===== src/rtl/demux_scheduler.sv =====
`default_nettype none
// +--------------------------------------------------------------------------+
// | Module   : demux_scheduler                                               |
// | Purpose  : One-deep round-robin demux; a stalled lane is skipped after   |
// |            TIMEOUT cycles. Define DEMUX_SCHED_COUNT_EN to add the        |
// |            per-lane saturating delivery counters (dcount port).          |
// | Revision : 1.0  initial release                                          |
// +--------------------------------------------------------------------------+
module demux_scheduler #(
  parameter int DATA_W  = 8,
  parameter int TIMEOUT = 4,
  parameter int CNT_W   = 8
) (
  input  logic              clock,
  input  logic              reset,
  input  logic              in_valid,
  input  logic [DATA_W-1:0] in_data,
  output logic              in_ready,
  output logic [3:0]        out_valid,
  output logic [DATA_W-1:0] out_data,
  input  logic [3:0]        out_ready,
  output logic [1:0]        sel,
  output logic              busy
`ifdef DEMUX_SCHED_COUNT_EN
  ,
  output logic [4*CNT_W-1:0] dcount
`endif
);

  localparam logic [3:0] c_WAIT_LAST = 4'(TIMEOUT - 1);

  typedef enum logic [0:0] {
    S_IDLE = 1'b0,
    S_HOLD = 1'b1
  } state_t;

  state_t            r_state;
  state_t            w_state_nxt;
  logic [1:0]        r_sel;
  logic [1:0]        w_sel_nxt;
  logic [1:0]        r_ptr;
  logic [1:0]        w_ptr_nxt;
  logic [3:0]        r_wait;
  logic [3:0]        w_wait_nxt;
  logic [DATA_W-1:0] r_data;
  logic [DATA_W-1:0] w_data_nxt;
  logic              w_xfer;

  if (TIMEOUT < 1 || TIMEOUT > 15 || CNT_W < 1) begin : g_param_chk
    $error("demux_scheduler: TIMEOUT must be 1..15 and CNT_W at least 1");
  end

  // Only the targeted lane's ready bit matters.
  assign w_xfer   = (r_state == S_HOLD) && out_ready[r_sel];
  assign out_data = r_data;
  assign sel      = r_sel;

  always_ff @(posedge clock or posedge reset) begin
    if (reset) begin
      r_state <= S_IDLE;
      r_sel   <= 2'd0;
      r_ptr   <= 2'd0;
      r_wait  <= 4'd0;
      r_data  <= '0;
    end else begin
      r_state <= w_state_nxt;
      r_sel   <= w_sel_nxt;
      r_ptr   <= w_ptr_nxt;
      r_wait  <= w_wait_nxt;
      r_data  <= w_data_nxt;
    end
  end

  always_comb begin
    w_state_nxt = r_state;
    w_sel_nxt   = r_sel;
    w_ptr_nxt   = r_ptr;
    w_wait_nxt  = r_wait;
    w_data_nxt  = r_data;
    in_ready    = 1'b0;
    busy        = 1'b0;
    out_valid   = 4'b0000;
    case (r_state)
      S_IDLE: begin
        in_ready = 1'b1;
        if (in_valid) begin
          w_data_nxt  = in_data;
          w_sel_nxt   = r_ptr;
          w_wait_nxt  = 4'd0;
          w_state_nxt = S_HOLD;
        end
      end
      S_HOLD: begin
        busy      = 1'b1;
        out_valid = 4'b0001 << r_sel;
        if (w_xfer) begin
          w_ptr_nxt   = r_sel + 2'd1;
          w_state_nxt = S_IDLE;
        end else if (r_wait == c_WAIT_LAST) begin
          // Give up on this lane but keep the word; 2-bit add wraps 3 -> 0.
          w_sel_nxt  = r_sel + 2'd1;
          w_wait_nxt = 4'd0;
        end else begin
          w_wait_nxt = r_wait + 4'd1;
        end
      end
      default: begin
        w_state_nxt = S_IDLE;
      end
    endcase
  end

`ifdef DEMUX_SCHED_COUNT_EN
  for (genvar i = 0; i < 4; i++) begin : g_lane_cnt
    logic [CNT_W-1:0] r_cnt;

    always_ff @(posedge clock or posedge reset) begin
      if (reset) begin
        r_cnt <= '0;
      end else if (w_xfer && (r_sel == 2'(i)) && (r_cnt != '1)) begin
        r_cnt <= r_cnt + CNT_W'(1);
      end
    end

    assign dcount[i*CNT_W +: CNT_W] = r_cnt;
  end
`endif

endmodule
`default_nettype wire


===== config.mk =====
export PLATFORM = sky130hd
export DESIGN_NAME = demux_scheduler
export DESIGN_NICKNAME = d
export VERILOG_FILES = /design/src/rtl/demux_scheduler.sv
export SDC_FILE = /design/constraint.sdc
export NUM_CORES = 1
export LEC_CHECK = 0
export CAP_MARGIN = 0
export CORE_MARGIN = 8
export CORE_UTILIZATION = 35
export CTS_CLUSTER_DIAMETER = 200
export DETAILED_ROUTE_END_ITERATION = 6
export DONT_BUFFER_PORTS = 1
export PLACE_DENSITY = 0.57
export SETUP_SLACK_MARGIN = 0.15
export SLEW_MARGIN = 10
export SYNTH_ARGS = -nofsm -noshare
export SYNTH_HDL_FRONTEND = slang
export SYNTH_SLANG_ARGS = --single-unit

===== constraint.sdc =====
create_clock -name clock -period 1.88 [get_ports clock]
set_input_delay 0.47 -clock clock [delete_from_list [all_inputs] [get_ports clock]]
set_output_delay 0.47 -clock clock [all_outputs]
set_load 0.02 [all_outputs]

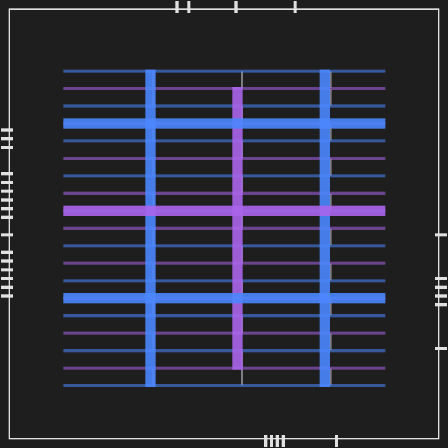
*Supply network, run 1*
Pins as bars on the die edge. Tap cells in gray.
Key: purple = VDD; blue = VSS
3 straps on met5. 30 tap cells. 19 met1 rails follow the rows. 31 signal pins sit on the boundary. The core has 18 rows.
VDD IR-drop max: 1010 µV
core area: 2450 µm²
Die Height: 66.6 µm
DIE WIDTH: 66.6 µm

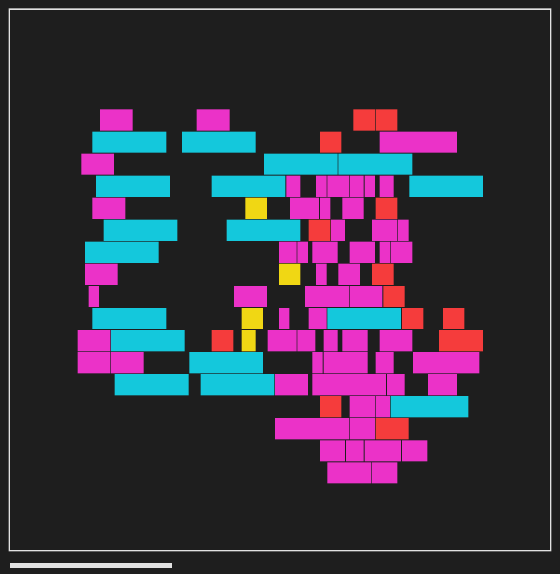
*Placement by cell class, run 1*
Scale bar: 20 µm.
Key: yellow = clock drivers and dummy loads [cells 4]; cyan = flip-flops [cells 17]; red = other buffers and delay cells [cells 13]; magenta = all other logic [cells 58]

==> results.sh, run 1 <==
# implementation run metrics
export IMPL_gp_congestion=0.777
export IMPL_leakage_nw=0.503
export IMPL_startpoint_type="flip-flop"
export IMPL_synthCells=77
export IMPL_row_count=18
export IMPL_synthDominantCellAreaShare_pct=47.4
export IMPL_crit_start="sel[0]"
export IMPL_grt_pass1_vias=666
export IMPL_cts_hold_buf=0
export IMPL_grt_overflow_total=0
export IMPL_yosys_area_um2=897
export IMPL_relSlewSlack_pct=56.8
export IMPL_hpwl_um=1400
export IMPL_cap_violations=0
export IMPL_finalHoldViolCount=0
export IMPL_initCoreUtil_pct=36.5
export IMPL_largest_area_cell="dfrtp_1"
export IMPL_worstHoldPathType="in -> async"
export IMPL_layout_nets=113
export IMPL_vias=657
export IMPL_ios=31
export IMPL_worstReg2RegEnd="r_wait[0]"
export IMPL_grt_pass1_wl_um=3110
export IMPL_ys_seq_share_pct=47.4
export IMPL_rr_startpoint="sel[0]"
export IMPL_worst_pin_slew_ns=0.648
export IMPL_drcViolationCount=0
export IMPL_fp_nets=97
export IMPL_diodes=0
export IMPL_ctsLongestPathBuffers=2
export IMPL_r2r_slack_ns=0.17
export IMPL_fillers=235
export IMPL_tool_warnings=31
export IMPL_clk_pin_slew_ns=0.10
export IMPL_synthDistinctLibCells=29
export IMPL_cts_root_buffer="clkbuf_4"
export IMPL_ant_nets=0
export IMPL_synthesis_area_um2=897
export IMPL_fin_util_pct=46.3
export IMPL_fin_setup_tns_ns=0
export IMPL_wl_per_cell_um=17.7
export IMPL_yosys_cells=77
export IMPL_routed_wl_um=2160
export IMPL_avgSynthCellArea_um2=11.7
export IMPL_drt_iter0_markers=15
export IMPL_finalCritPeriodShare_pct=90.8
export IMPL_syn2layout_area_growth_pct=26.6
export IMPL_ff_type="dfrtp_1"
export IMPL_critPathMaxFanout=4
export IMPL_slew_violations=0
export IMPL_antenna_found_initial=0
export IMPL_layout_drive_gt1_share_pct=45.7
export IMPL_synthTopCellsByArea="dfrtp_1 (47%), mux2_2 (14%), ha_1 (7.0%)"
export IMPL_power_density_nw_per_um2=1790
export IMPL_dieArea_um2=4440
export IMPL_setup_viol_count_final=0
export IMPL_rsz0062_at_grt="true"
export IMPL_htree_levels=1
export IMPL_cp_end_kind="flip-flop"
export IMPL_cts_tree="built"
export IMPL_critPathKind="reg -> reg"
export IMPL_p_total_mw=2.04
export IMPL_io_buffers=0
export IMPL_avgViaCountPerCell=5.39
export IMPL_status="completed"
export IMPL_cp_required_ns=2.04
export IMPL_fin_crit_ns=1.71
export IMPL_edf_count=0
export IMPL_synth_flops=17
export IMPL_ff2ff_path_depth=6
export IMPL_first_pass_iters=4
export IMPL_yosys_warnings=0
export IMPL_grt_usage_pct=8.97
export IMPL_arrival_ns=1.87
export IMPL_fmax_mhz=586
export IMPL_grt_max_degree=18
export IMPL_synthArstFlopShare_pct=100
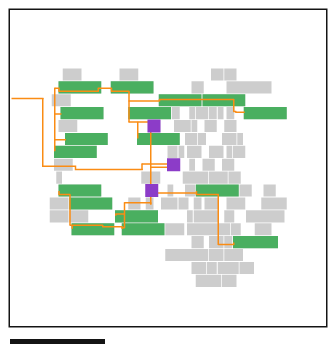
*Clock network drawn from the DEF, run 1*
Scale bar: 20 µm.
Key: orange = clock wires [length 212 µm]; purple = cells driving clock nets [count 3]; green = flip-flops [count 17]
There are 4 routed clock nets.
Final Skew: 0.000598 ns
Latency at later pin: 0.28 ns
Clock group: 189 µW
Clk pwr share: 9.3%

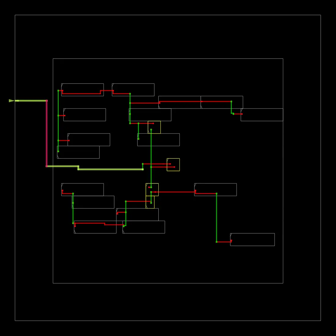
*The clock network, run 1*
Seq cells: 17
Clock buffer cells: 3
Sink Count: 17
Num CTS Buffers: 3

[run 1: worst max-delay path by stage]
| stage | slack [ns] | endpoint |
|---|---|---|
| floorplan | 0.16 | sel[0] |
| global placement | 0.21 | sel[1] |
| detailed placement | 0.18 | sel[1] |
| CTS | 0.13 | sel[0] |
| global route | 0.11 | r_wait[0] |
| finish | 0.17 | r_wait[0] |
[run 1: layout by cell type, fill, tap and decap left out, types with 2 or more instances in the layout]
cell      netlist  routed
and2_4          0       4
buf_4           0      11
clkbuf_4        0       3
dfrtp_1        17      16
ha_2            0       2
ha_4            0       2
inv_1           5       3
mux2_2         11      11
mux2i_1         2       2
nand2_1         6       6
nand3_1         2       2
nor2b_1         2       2
o211ai_1        2       2
o21ai_0         2       2
[run 1: per-layer routing]
layer	wire, µm	global-route usage, %	up-vias
met4	14	3.20	0
met1	853	10.5	320
met2	1060	13.4	25
met5	0	0	-
li1	-	-	310
met3	235	5.03	2
[run 1: state kept, by name, indices dropped and copies added, names as in the netlist]
signal / count
out_data: 8
sel: 2
r_wait: 4
r_state: 1
r_ptr: 2
[run 1: repair_timing]
action,in CTS,in global routing
pin swaps,0,3
endpoints found under the setup margin,4,9
gates cloned,0,1
gates resized,11,14
endpoints found under the hold margin,0,0
setup buffers,2,6
[run 1: worst max-delay path, cell delays in order (launching register included)]
cell,delay [ns]
dfrtp_2,0.39
buf_4,0.13
mux4_2,0.55
buf_4,0.17
buf_4,0.12
xor2_1,0.13
o22ai_1,0.10
[run 1: power by group]
part	switching, mW	leakage (nW)	internal (mW)	total, mW
registers	0.241	0.204	0.531	0.772
logic	0.534	0.281	0.544	1.08
clock network	0.110	0.0177	0.0788	0.189
[run 1: metrics by stage]
| stage | setup slack, ns | std cells | cell area (µm²) | hold slack, ns |
|---|---|---|---|---|
| 3_3_place_gp | 0.206 | 109 | 955 | 0.482 |
| 5_1_grt | 0.112 | 122 | 1140 | 0.186 |
| 4_1_cts | 0.134 | 115 | 1020 | 0.168 |
| 6_report | 0.172 | 122 | 1140 | 0.154 |
| 3_5_place_dp | 0.179 | 109 | 955 | 0.485 |
| 2_1_floorplan | 0.157 | 77 | 898 | 0.396 |
[run 1: cells by family (layout without fill, tap and decap cells)]
kind of cell	Yosys count	after routing	share of synthesized area (%)
xor gates and xnor gates	1	1	0.976
adders and majority gates	5	5	6.97
buffers and inverters	8	22	4.18
muxes	14	15	18.5
and+or+nand+nor	21	21	13.1
DFF	17	17	47.4
AOI/OAI and AO/OA	11	11	8.79
[run 1: cell type report]
class,count,area (µm²),area share (%)
Multi-Input combinational cell,53,509,44.8
Sequential cell,17,427,37.6
Timing Repair Buffer,13,109,9.58
Tap cell,30,37.5,3.30
Inverter,5,26.3,2.31
Clock buffer,3,22.5,1.98
Clock inverter,1,5.00,0.441
[run 1: cells in the mapped netlist (all sizes together) (2+ instances only)]
cell,n
nand2,6
mux2i,2
nand3,2
and2,4
nor2b,2
ha,5
clkbuf,2
mux2,11
o21ai,2
inv,5
o211ai,2
dfrtp,17
==> run 2: changes to the inputs <==
--- a/config.mk
+++ b/config.mk
@@ -12,6 +12,7 @@
 export DETAILED_ROUTE_END_ITERATION = 6
 export DONT_BUFFER_PORTS = 1
 export PLACE_DENSITY = 0.57
+export RECOVER_POWER = 25
 export SETUP_SLACK_MARGIN = 0.15
 export SLEW_MARGIN = 10
 export SYNTH_ARGS = -nofsm -noshare
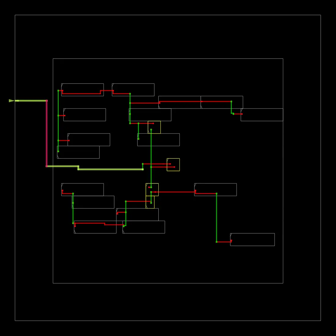
*The clock network, run 2*

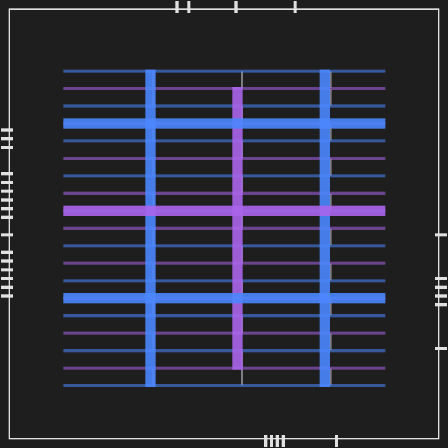
*Supply network, run 2*
Pins as bars on the die edge. Tap cells in gray.
Key: blue = VSS; purple = VDD
30 tap cells. 3 straps on met4. 3 straps on met5. The core has 18 rows. 19 met1 rails follow the rows.

==> results.sh, run 2 <==
# implementation run metrics
export IMPL_status="completed"
export IMPL_diodes=0
export IMPL_row_count=18
export IMPL_avgSynthCellArea_um2=11.7
export IMPL_initCoreUtil_pct=36.5
export IMPL_grt_pass1_vias=666
export IMPL_setup_viol_count_final=0
export IMPL_io_buffers=0
export IMPL_ios=31
export IMPL_cts_buffers=3
export IMPL_vias=657
export IMPL_grt_max_degree=18
export IMPL_rr_startpoint="sel[0]"
export IMPL_cp_required_ns=2.04
export IMPL_synthCells=77
export IMPL_worst_pin_slew_ns=0.648
export IMPL_cts_tree="built"
export IMPL_ff_type="dfrtp_1"
export IMPL_slew_violations=0
export IMPL_crit_start="sel[0]"
export IMPL_synthTopCellsByArea="dfrtp_1 (47%), mux2_2 (14%), ha_1 (7.0%)"
export IMPL_synth_flops=17
export IMPL_largest_register_ffs=8
export IMPL_top_cells_by_count="dfrtp_1 (17), mux2_2 (11), nand2_1 (6)"
export IMPL_gp_congestion=0.777
export IMPL_arrival_ns=1.87
export IMPL_max_vdd_ir_drop_uv=1010
export IMPL_tool_warnings=31
export IMPL_ctsLongestPathBuffers=2
export IMPL_grt_pass1_wl_um=3110
export IMPL_fmax_mhz=586
export IMPL_dieArea_um2=4440
export IMPL_avgViaCountPerCell=5.39
export IMPL_first_pass_iters=4
export IMPL_fin_util_pct=46.3
export IMPL_p_total_mw=2.04
export IMPL_synthesis_area_um2=897
export IMPL_worstHoldPathType="in -> async"
export IMPL_rsz0062_at_grt="true"
export IMPL_synthArstFlopShare_pct=100
export IMPL_startpoint_type="flip-flop"
export IMPL_antenna_found_initial=0
export IMPL_critPathMaxFanout=4
export IMPL_drt_iter0_markers=15
export IMPL_fin_setup_tns_ns=0
export IMPL_cts_root_buffer="clkbuf_4"
export IMPL_drcViolationCount=0
export IMPL_relSlewSlack_pct=56.8
export IMPL_routed_wl_um=2160
export IMPL_synthDominantCellAreaShare_pct=47.4
export IMPL_final_cell_mix="dfrtp_1 (16), mux2_2 (11), buf_4 (11)"
export IMPL_clk_pin_slew_ns=0.10
export IMPL_wl_per_cell_um=17.7
export IMPL_leakage_nw=0.503
export IMPL_edf_count=0
export IMPL_die_y_um=66.6
export IMPL_fin_crit_ns=1.71
export IMPL_hpwl_um=1400
export IMPL_power_density_nw_per_um2=1790
export IMPL_grt_overflow_total=0
export IMPL_ant_nets=0
export IMPL_layout_nets=113
export IMPL_htree_levels=1
export IMPL_dieWidth_um=66.6
export IMPL_clock_sinks=17
export IMPL_cap_violations=0
export IMPL_syn2layout_area_growth_pct=26.6
export IMPL_synthDistinctLibCells=29
export IMPL_finalHoldViolCount=0
export IMPL_largest_area_cell="dfrtp_1"
export IMPL_yosys_warnings=0
export IMPL_grt_usage_pct=8.97
export IMPL_finalCritPeriodShare_pct=90.8
export IMPL_ys_seq_share_pct=47.4
export IMPL_coreArea_um2=2450
export IMPL_cts_hold_buf=0
export IMPL_yosys_area_um2=897
export IMPL_fp_nets=97
export IMPL_mostFrequentLayoutCell="dfrtp_1"
export IMPL_critPathKind="reg -> reg"
export IMPL_cp_end_kind="flip-flop"
export IMPL_yosys_cells=77
export IMPL_clk_latency_ns=0.28
export IMPL_skew_ns=0.000598
export IMPL_layout_drive_gt1_share_pct=45.7
export IMPL_synth_dominant_cell_count="dfrtp_1"
## run 2: per-stage QoR
step	area (µm²)	instances	hold slack, ns	setup slack (ns)
4_1_cts	1020	115	0.168	0.134
3_3_place_gp	955	109	0.482	0.206
2_1_floorplan	898	77	0.396	0.157
5_1_grt	1140	122	0.186	0.112
6_report	1140	122	0.154	0.172
3_5_place_dp	955	109	0.485	0.179
## run 2: path summary, 6_finish.rpt
check / slack, ns / endpoint / cells after the start
worst min-delay path: 0.15 / out_data[3] / 1
max in group asynchronous: 1.27 / sel[0] / 1
worst max register to register: 0.17 / r_wait[0] / 6
min in group clock: 0.29 / r_wait[0] / 1
worst max-delay path: 0.17 / r_wait[0] / 6
worst min register to register: 0.53 / r_ptr[0] / 1
## run 2: cell type report
class,count,area [µm²]
clock buffers,3,22.5
fillers,235,1320
well taps,30,37.5
clock inverters,1,5.00
flip-flops and latches,17,427
multi-input cells,53,509
repair buffers,13,109
inverters,5,26.3
## run 2: report_power, final
part / internal [mW] / total [mW] / switching [mW]
registers: 0.531 / 0.772 / 0.241
logic: 0.544 / 1.08 / 0.534
clock network: 0.0788 / 0.189 / 0.110
total: 1.15 / 2.04 / 0.885
## run 2: what timing repair did
item | in CTS | in global routing
setup endpoints to repair | 4 | 9
resized | 11 | 14
cloned | 0 | 1
setup buffers | 2 | 6
pin swaps | 0 | 3
## run 2: cell families after synthesis
family / Yosys count / synth area share (%)
buf+inv: 8 / 4.18
mux: 14 / 18.5
flops: 17 / 47.4
xor+xnor: 1 / 0.976
compound gates: 11 / 8.79
fa+ha+maj: 5 / 6.97
simple gates: 21 / 13.1
## run 2: routing by layer
layer	global-route usage, %	share of wire [%]	up-vias	routed length [µm]
li1	-	-	310	-
met1	10.5	40	320	853
met2	13.4	49	25	1060
met3	5.03	11	2	235
met4	3.20	0.65	0	14
met5	0	0	-	0
## run 2: critical path, stage by stage, from the launching register on
cell and delay (ns):
dfrtp_2 0.39, buf_4 0.13, mux4_2 0.55, buf_4 0.17, buf_4 0.12, xor2_1 0.13, o22ai_1 0.10
Power is estimated from default activity; no workload was simulated.
